**Cell sizes after repair**

Bar = 50 um.
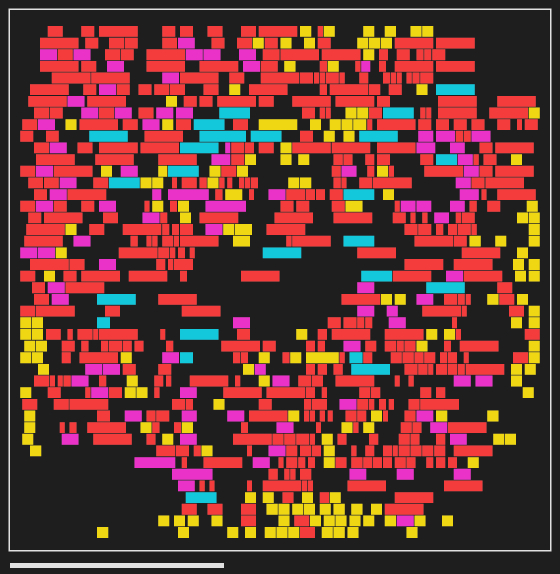
**The metal 1 layer**

Bar = 50 um. Supply wires on this layer in grey.
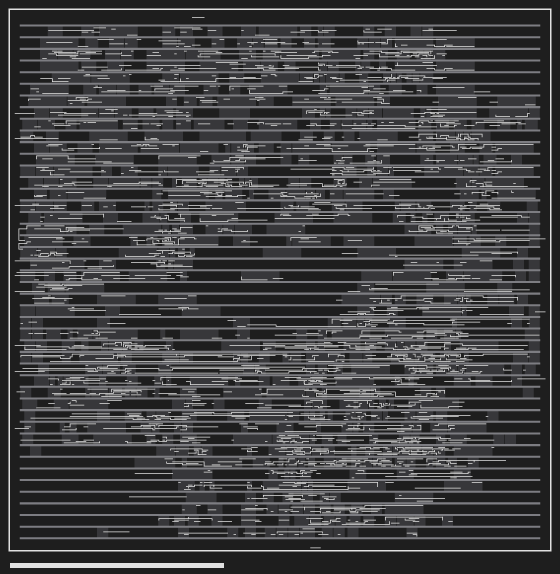
**Signal wires on met2**

Bar = 50 um.
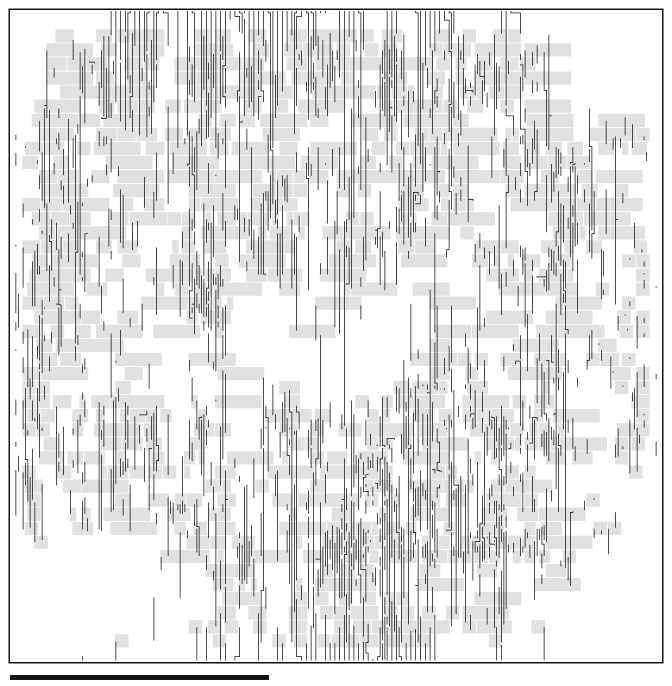
**Track usage over the die**

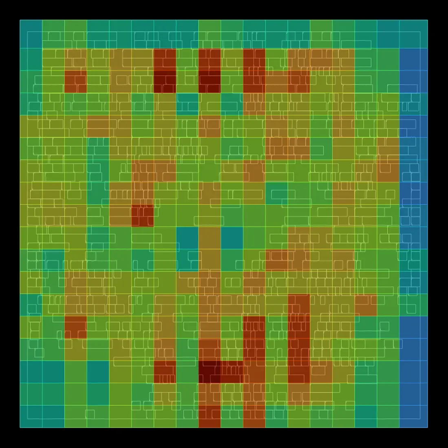
### src/rtl/pc_sequencer_pkg.sv
// Shared state encodings and default parameters for the PC sequencer.
// Pure declarations: no logic and no latency of its own.
package pc_sequencer_pkg;

    typedef enum logic [2:0] {
        ST_IDLE    = 3'd0,
        ST_REQ     = 3'd1,
        ST_DELIVER = 3'd2,
        ST_HALTED  = 3'd3,
        ST_FAULT   = 3'd4
    } state_t;

    localparam logic [31:0] DEF_RESET_ADDR = 32'h0000_0000;
    localparam int          DEF_MAX_WAIT   = 16;

endpackage

### src/rtl/pc_sequencer_next_addr.sv
// Next-PC arithmetic: word-granular increment or absolute jump target.
// Purely combinational; it has no flow control.
module program_counter_next_addr (
    input  logic [31:0] pc,
    input  logic        jump,
    input  logic [15:0] jump_offset,
    output logic [31:0] next_pc
);

    logic [31:0] offset_sext;

    assign offset_sext = {{16{jump_offset[15]}}, jump_offset};
    assign next_pc     = jump ? {offset_sext[29:0], 2'b00} : pc + 32'd1;

endmodule

### src/rtl/pc_sequencer.sv
// Fetch sequencer: issues imem reads at pc and hands each word to the decoder.
// First imem_req one cycle after start, one idle cycle per instruction; stalls in DELIVER until instr_ready.
module pc_sequencer
    import pc_sequencer_pkg::*;
#(
    parameter logic [31:0] RESET_ADDR = DEF_RESET_ADDR,
    parameter int          MAX_WAIT   = DEF_MAX_WAIT
) (
    input  logic        clk,
    input  logic        rst_n,
    input  logic        start,
    input  logic        halt_req,
    input  logic        jump,
    input  logic [15:0] jump_offset,
    output logic        imem_req,
    output logic [31:0] imem_addr,
    input  logic        imem_ack,
    input  logic [31:0] imem_rdata,
    output logic        instr_valid,
    output logic [31:0] instr,
    input  logic        instr_ready,
    output logic [31:0] pc,
    output logic        busy,
    output logic        fault,
    output logic [31:0] fetch_count
);

    localparam int WW = $clog2(MAX_WAIT) + 1;

    state_t        state, state_nxt;
    logic [31:0]   pc_nxt, instr_nxt, count_nxt, next_pc;
    logic [WW-1:0] wait_cnt, wait_nxt;
    logic          halt_pend, halt_nxt;

    program_counter_next_addr u_next_addr (
        .pc          (pc),
        .jump        (jump),
        .jump_offset (jump_offset),
        .next_pc     (next_pc)
    );

    always_ff @(posedge clk or negedge rst_n) begin
        if (!rst_n) begin
            state       <= ST_IDLE;
            pc          <= RESET_ADDR;
            instr       <= 32'd0;
            fetch_count <= 32'd0;
            wait_cnt    <= '0;
            halt_pend   <= 1'b0;
        end else begin
            state       <= state_nxt;
            pc          <= pc_nxt;
            instr       <= instr_nxt;
            fetch_count <= count_nxt;
            wait_cnt    <= wait_nxt;
            halt_pend   <= halt_nxt;
        end
    end

    always_comb begin
        state_nxt = state;
        pc_nxt    = pc;
        instr_nxt = instr;
        count_nxt = fetch_count;
        wait_nxt  = wait_cnt;
        halt_nxt  = halt_pend;
        case (state)
            ST_IDLE, ST_HALTED: begin
                if (start) state_nxt = ST_REQ;
            end
            ST_REQ: begin
                // A halt here only marks the boundary; the read in flight still completes.
                if (halt_req) halt_nxt = 1'b1;
                if (imem_ack) begin
                    instr_nxt = imem_rdata;
                    wait_nxt  = '0;
                    state_nxt = ST_DELIVER;
                end else if (wait_cnt == WW'(MAX_WAIT - 1)) begin
                    wait_nxt  = '0;
                    state_nxt = ST_FAULT;
                end else begin
                    wait_nxt = wait_cnt + 1'b1;
                end
            end
            ST_DELIVER: begin
                if (halt_req) halt_nxt = 1'b1;
                if (instr_ready) begin
                    pc_nxt    = next_pc;
                    count_nxt = fetch_count + 32'd1;
                    if (halt_pend || halt_req) begin
                        halt_nxt  = 1'b0;
                        state_nxt = ST_HALTED;
                    end else begin
                        state_nxt = ST_REQ;
                    end
                end
            end
            ST_FAULT: state_nxt = ST_FAULT;
            default:  state_nxt = ST_IDLE;
        endcase
    end

    assign imem_req    = (state == ST_REQ);
    assign imem_addr   = pc;
    assign instr_valid = (state == ST_DELIVER);
    assign busy        = (state == ST_REQ) || (state == ST_DELIVER);
    assign fault       = (state == ST_FAULT);

endmodule

### config.mk
export PLATFORM = sky130hd
export DESIGN_NAME = pc_sequencer
export DESIGN_NICKNAME = d
export VERILOG_FILES = /design/src/rtl/pc_sequencer_pkg.sv /design/src/rtl/pc_sequencer_next_addr.sv /design/src/rtl/pc_sequencer.sv
export SDC_FILE = /design/constraint.sdc
export NUM_CORES = 1
export LEC_CHECK = 0
export CORE_MARGIN = 2
export CORE_UTILIZATION = 38
export CTS_CLUSTER_SIZE = 20
export DETAILED_ROUTE_END_ITERATION = 6
export GPL_ROUTABILITY_DRIVEN = 0
export HOLD_SLACK_MARGIN = 0.05
export PLACE_DENSITY = 0.68
export SLEW_MARGIN = 20
export SYNTH_ARGS = -nofsm -noshare
export SYNTH_HDL_FRONTEND = slang
export SYNTH_HIERARCHICAL = 1
export SYNTH_SLANG_ARGS = --single-unit
### constraint.sdc
create_clock -name clk -period 2.15 [get_ports clk]
set_input_delay 0.645 -clock clk [delete_from_list [all_inputs] [get_ports clk]]
set_output_delay 0.645 -clock clk [all_outputs]
set_load 0.05 [all_outputs]
==> flow_summary_export.csv <==
group,metric,value,unit
final_layout,nets,778,
synth,post_synth_inst_count,526,
route,wl,14.6,mm
worst_setup_path,slowest_stage,"or3b_4",
grt,antenna_found_initial,0,
worst_setup_path,worst-path-max-fanout,5,
floorplan,num_rows,44,
worst_setup_path,end_kind,"output port",
synth,yosysTopAreaCell,"dfrtp_1",
clock_tree,clock_sinks,105,
synth,ys.flop_type,"dfrtp_1",
synth,ys_types,55,
power,vdd_ir_drop_max,1.14,mV
place,numPortBuffers,186,
final_layout,syn_to_final_growth,40.4,%
synth,most_common_cell,"dfrtp_1",
route,ant_nets,0,
sta,slew-limit-headroom,0.661,
worst_setup_path,crit_chain,"or3b_4 > inv_4 > buf_12",
power,power,12.6,mW
sta,rsz0062_at_grt,"false",
grt,grt_overflow,0,
grt,grt_pass1_vias,4728,
floorplan,die_h,126,um
worst_setup_path,slowest_delay,0.45,ns
synth,yosys_warnings,6,
job,drv_cap,0,
sta,whs,0.220,ns
clock_tree,cts_root_buf,"clkbuf_16",
synth,synth_flops,105,
route,wire_per_inst,16.1,um
power,p_leak,3.61,nW
worst_setup_path,crit_type,"reg -> out",
worst_setup_path,critPathArrivalTime,1.46,ns
grt,grt_pass1_wl,23.8,mm
sta,tightest_slew,0.510,ns
clock_tree,clk_latency,0.35,ns
final_layout,insertedDiodeCount,0,
synth,ys_area,5660,um^2
synth,synthTopCellsByCount,"dfrtp_1, mux2_2, nand2_1, buf_4, xor2_1",
synth,seq_area_frac_synth,0.464,
sta,skew,0.00873,ns
clock_tree,htree_levels,3,
route,dr.pass1.iters,5,
clock_tree,cts_buffers,9,
sta,min_period,2.10,ns
synth,edf_count,0,
route,drt_iter0_markers,282,
floorplan,die_w,126,um
route,vias,4697,
sta,maxSlewViolCount,0,
floorplan,coreArea,14500,um^2
outcome,outcome,"finished clean",
sta,fin_crit_sh,0.978,
sta,fmax,0.475,GHz
final_layout,drive_gt1_frac,0.381,
synth,async_reset_ff_frac,1.00,
floorplan,dieArea,15900,um^2
power,p_per_area,1580,nW/um^2
sta,setup_viol,0,
worst_setup_path,start_kind,"flip-flop",
route,drc,0,
grt,grt_max_degree,44,
worst_setup_path,cp.required,1.50,ns
worst_setup_path,critPathTopFamily,"simple AND/OR/NAND/NOR gates",
sta,hold_viol_final,0,
clock_tree,clk_pin_slew,0.07,ns
synth,top_area_frac,0.464,
clock_tree,clk_path_buf_depth,2,
hold_path,min_path_type,"in -> async",
synth,syn_area,5660,um^2
synth,ys_cells,526,
route,vias_per_cell,5.17,
synth,syn-num-nets,584,
floorplan,fp_util,0.389,
clock_tree,cts_tree,"done",
place,dp_hpwl,10.9,mm
synth,area_leaders,"dfrtp_1, mux2_2, xor2_1, buf_4, nand2_1",
floorplan,io_pins,187,
job,warning_count,26,
Notes on 'cell sizes after repair' above:
Key: magenta = drive 2 [cells 90, share 12%]; yellow = drive 3 to 4 [cells 162, share 22%]; cyan = drive 6 and up [cells 24, share 3.3%]; red = drive 1 or less [cells 449, share 62%]
final instance area: 7950 um^2
Final WS setup: 0.0465 ns
Plain + repair buffers: 239

Notes on 'the metal 1 layer' above:
The layer carries 6360 um of wire. 661 nets have wire on it. The layer holds 44% of the routed length. The wires run mostly horizontal.

Notes on 'signal wires on met2' above:
The longest straight run is 53.4 um. The layer holds 50% of the routed length. The layer carries 7240 um of wire. 706 nets have wire on it. The wires run mostly vertical.

Notes on 'track usage over the die' above:
GRT met1 Usage: 0.238
fin util: 0.547
layer with the highest usage: met2
gr usage total: 0.183

-- cells in the final DEF (no fill, tap or decap), drive strengths merged, types with 3 or more instances in the layout --
master / count
buf: 163
dfrtp: 105
ha: 3
xnor2: 13
nand3: 20
nor2: 22
nor3: 16
and3: 7
dlygate4sd2: 23
or4: 12
a31oi: 10
a21oi: 3
xor2: 33
inv: 16
nand4: 21
and4: 9
nor4: 8
a211oi: 4
nand2: 49
o211ai: 3
nand2b: 3
o21ai: 20
clkdlybuf4s50: 53
mux2: 67
clkbuf: 10
o31ai: 10
-- registers in the layout (all words and copies together) (netlist names) --
signal,flops
fetch_count,32
imem_addr,32
instr,32
wait_cnt,5
state,3
halt_pend,1
-- layout make-up --
type / count / area, um^2
repair buffers: 239 / 2080
inverters: 13 / 51.3
well taps: 184 / 230
flip-flops and latches: 105 / 2630
multi-input cells: 352 / 2640
clock inverters: 6 / 72.6
clock buffers: 10 / 239
fillers: 1293 / 6590
-- kinds of logic after synthesis --
logic type / after synthesis / synth area share
simple gates: 178 / 0.184
flops: 105 / 0.464
buf+inv: 69 / 0.0749
mux: 68 / 0.135
compound gates: 57 / 0.0643
xor+xnor: 46 / 0.0712
fa+ha+maj: 3 / 0.00663
-- final timing paths --
path                                             startpoint                           to  slack, ns  cells past startpoint
worst max-delay path                   state[1]$_DFFE_PN0P_                     imem_req       0.05                      3
min in group clk                fetch_count[31]$_DFFE_PN0P_  fetch_count[31]$_DFFE_PN0P_       0.47                      1
worst min-delay path                                  rst_n     imem_addr[1]$_DFFE_PN0P_       0.22                      1
worst max register to register     imem_addr[0]$_DFFE_PN0P_    imem_addr[30]$_DFFE_PN0P_       0.09                      6
max in group asynchronous                             rst_n         state[1]$_DFFE_PN0P_       1.36                      2
worst min register to register  fetch_count[31]$_DFFE_PN0P_  fetch_count[31]$_DFFE_PN0P_       0.47                      1
-- worst reg2reg max path, delay by kind of cell, from the launching register on --
kind | cells | cell delay, ns
multiplexers | 1 | 0.17
flip-flops | 1 | 0.36
AND-OR/OR-AND | 1 | 0.21
adder cells (fa/ha/maj) | 1 | 0.19
AND/OR/NAND/NOR | 3 | 1.07
-- report_power, final --
part           total [mW]  leakage [nW]  internal (mW)  switching, mW
sequential           3.26          1.30           2.67          0.589
combinational        7.56          2.16           2.60           4.95
clock                1.73         0.150          0.951          0.784
total                12.6          3.61           6.22           6.33
-- repair_timing --
action                                  CTS  global route
hold buffers                              0             0
gates resized                            29             3
pin swaps                                 0             1
endpoints found under the setup margin   26             4
buffers inserted                          3             1
hold endpoints to repair                  0             0
-- metal layers --
layer	track usage	routed length (um)	up-vias
li1	-	-	2231
met1	0.238	6360	2311
met2	0.301	7240	138
met3	0.0450	770	17
met4	0.0601	242	0
met5	0	0	-
-- metrics by stage --
stage | utilization | setup slack (ns) | instances | cell area (um^2)
floorplan | - | 0.0152 | 526 | 5670
detailed placement | 0.524 | -0.145 | 889 | 7620
global placement | 0.524 | -0.125 | 889 | 7620
CTS | 0.546 | 0.00100 | 908 | 7930
global route | 0.547 | 0.00555 | 909 | 7950
finish | 0.547 | 0.0465 | 909 | 7950
Power and IR drop assume default switching activity.
